Design game_cmd_sequencer, sky130hd; sources not shown.
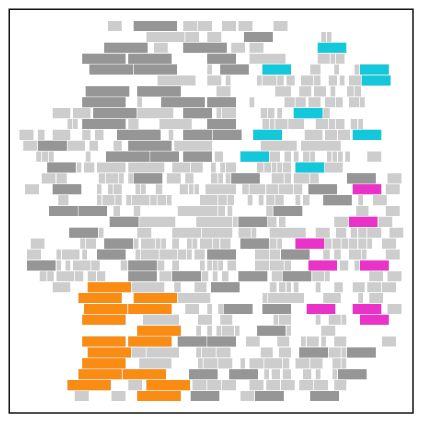
**Above:** sequential cells grouped by signal name.
Drawn at 4 px/µm. Other sequential cells in the stronger grey, the rest of the logic in the fainter grey.
Key: `idle_q` = cyan [placed flops 9, where upper right]; `err_count` = magenta [placed flops 8]; `u_fifo_p2.mem` = orange [placed flops 16, where lower left]
sequential power: 0.000690 W
Flop area: 2280 µm²

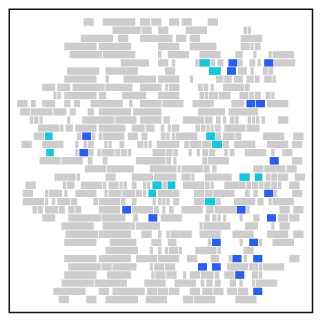
**Above:** gate families picked out.
Drawn at 3 px/µm.
Key: xor and xnor cells = blue [cells 21]; non-inverting ao/oa cells = cyan [cells 12]
Top cell excl fill/tap: dfxtp_1
combinational share of cell area: 35.8%
Layout Cells excl Fill: 582

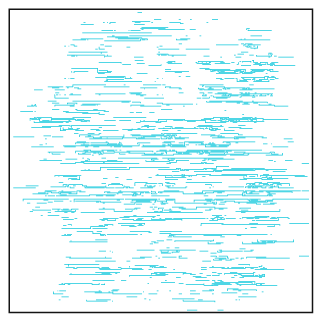
**Above:** signal wires on met1.
Drawn at 3 px/µm.
The layer holds 48% of the routed length. 443 nets have wire on it. The wires run mostly horizontal. The layer carries 4070 µm of wire.
final WL: 8390 µm
met1 Use GR: 23.4%
Vias: 3049

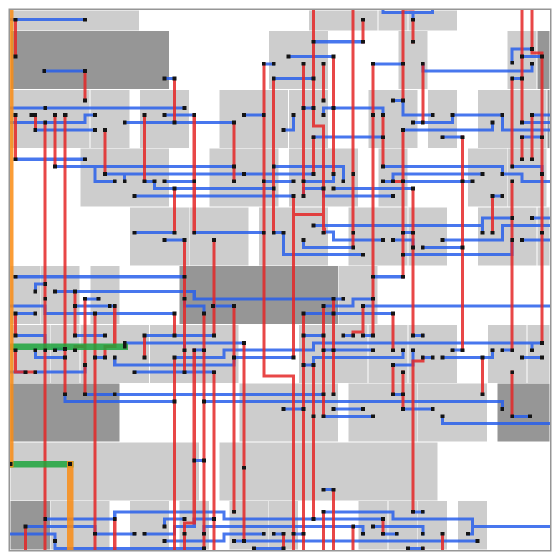
**Above:** layout detail.
Region (63, 63) to (88, 88) µm. Cells in grey, sequential cells in the stronger grey; small squares are vias.
Key: M4 = orange; M2 = red; M3 = green; M1 = blue
Sequential cells in the window: 3. 53 logic cells have their middle in the window. Most frequent: nand2_1 (6).

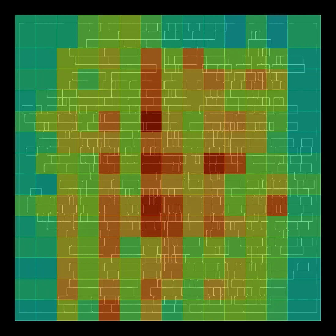
**Above:** routing congestion.
post-route core utilization: 56.3%
grt met2 use: 29.0%
detailed-route wire length per cell: 14.4 µm

==> deck_impl_summary.md <==
Key Metrics from the Run

Run status
  • Outcome: finished clean

Pwr
  • Combinational group share of total power: around a quarter
  • Comb. pwr: about 0.00037 W
  • P_int: ~0.0010 W
  • Power density cells: 282 nW/µm²
  • Maximum vdd drop: between 0.1 and 0.15 mV

Die
  • Chip area: roughly 10000 µm²
  • DIE WIDTH: just over 100 µm
  • Tap cells: 129
  • Core box area: between 9000 and 10000 µm²

Detailed routing
  • WL met2: ~3900 µm
  • DRT iter0 DRCs: 106
  • Drt first pass iters: 5

Clock network
  • CTS root buf: clkbuf_16
  • Post-CTS resize count: 0
  • TritonCTS buffer count: 9
  • Reg clk slew, reported paths: ~60 ps
  • Clock sinks: just under 100
  • Setup Buffers After CTS: 0
  • CTS tree: yes

Global routing
  • GR Layer Usage met3: between 2 and 3%
  • Initial antenna violation count: 0
  • Gr busiest metal: met2
  • Vias in the first global route: around 2900

Synthesis
  • Cell Type Count: 53
  • Post-synthesis area per instance: between 10 and 15 µm²
  • AND/OR/NAND/NOR Cells, Area Fraction: between 10% and 20%
  • Yosys stat chip area: roughly 4300 µm²
  • #FFs+latches synth: 98
  • Mapped cell area: about 4300 µm²
  • Yosys warns: 0
  • XOR Share, Synth: roughly 4.3%
  • Mapped Cells: 389
  • Post-synth mux share: about 7.1%
  • Register share after synthesis: a little over half
  • Cell total in the yosys stat output: about 390

Critical path
  • CP Capture Type: register
  • Startpoint Class: input port
  • Flop2flop setup slack: roughly 4200 ps
  • Crit path DAT: roughly 4300 ps
  • Crit path DRT: roughly 7500 ps
  • CP max FO: 9

Finish
  • Non-clock inverters: 19
  • Share of layout cells above drive strength 1: ~7.3%
  • Registers: approximately 98
  • Clock Buffer Count: 9
  • Mi-comb count: between 200 and 300
  • Fill cells: 800
  • NonClk Buf Share: 11.3%

Final timing
  • Highest Clock Rate: 249 MHz
  • Worst-Margin Slew: about 700 ps
  • Fin Hold WS: approximately 480 ps
  • Final worst-path cycle share: around 55%
  • Relative slew margins: around 52%
  • Final setup viols: 0

Min path
  • Hold WC Path Type: register to register
## worst max-delay path, stage by stage
cell	delay [ps]
clkdlybuf4s50_1	580
nor2b_1	360
and2_1	320
a31oi_2	170
inv_1	90
ha_1	180
inv_1	70
fa_1	430
xor2_1	160
or3_1	310
a21oi_1	140
## kinds of logic after synthesis
family / after synthesis
compound gates: 56
fa+ha+maj: 18
buf+inv: 29
xor+xnor: 21
mux: 19
simple gates: 148
flops: 98
## cell usage after synthesis (3+ instances only)
master / instances / area share [%]
a21oi_1: 16 / 1.9
a311oi_1: 3 / 0.61
and2_1: 12 / 1.8
and3_1: 5 / 0.73
and4_1: 3 / 0.61
clkbuf_1: 7 / 0.61
dfxtp_1: 66 / 31
edfxtp_1: 32 / 22
ha_1: 16 / 4.7
inv_1: 19 / 1.7
mux2i_1: 11 / 2.6
mux4_1: 3 / 1.8
mux4_2: 5 / 2.6
nand2_1: 31 / 2.7
nand3_1: 13 / 1.5
nand4_1: 7 / 1.0
nor2_1: 49 / 4.3
nor3_1: 10 / 1.2
o211a_1: 3 / 0.70
o211ai_1: 3 / 0.53
o21a_1: 4 / 0.70
o21ai_0: 6 / 0.70
o21ai_1: 5 / 0.59
or3_1: 6 / 0.88
xnor2_1: 6 / 1.2
xor2_1: 15 / 3.1
## through the flow
| stage | std cells | utilization (%) | worst slack (ps) | power [W] |
|---|---|---|---|---|
| after floorplan | 389 | - | 3700 | 0.000952 |
| after global placement | 565 | 53.2 | 3010 | 0.00106 |
| after detailed placement | 565 | 53.2 | 2900 | 0.00107 |
| after CTS | 581 | 56.0 | 3260 | 0.00149 |
| after global routing | 582 | 56.3 | 3050 | 0.00156 |
| final | 582 | 56.3 | 3230 | 0.00148 |
Power is estimated from default activity; no workload was simulated.
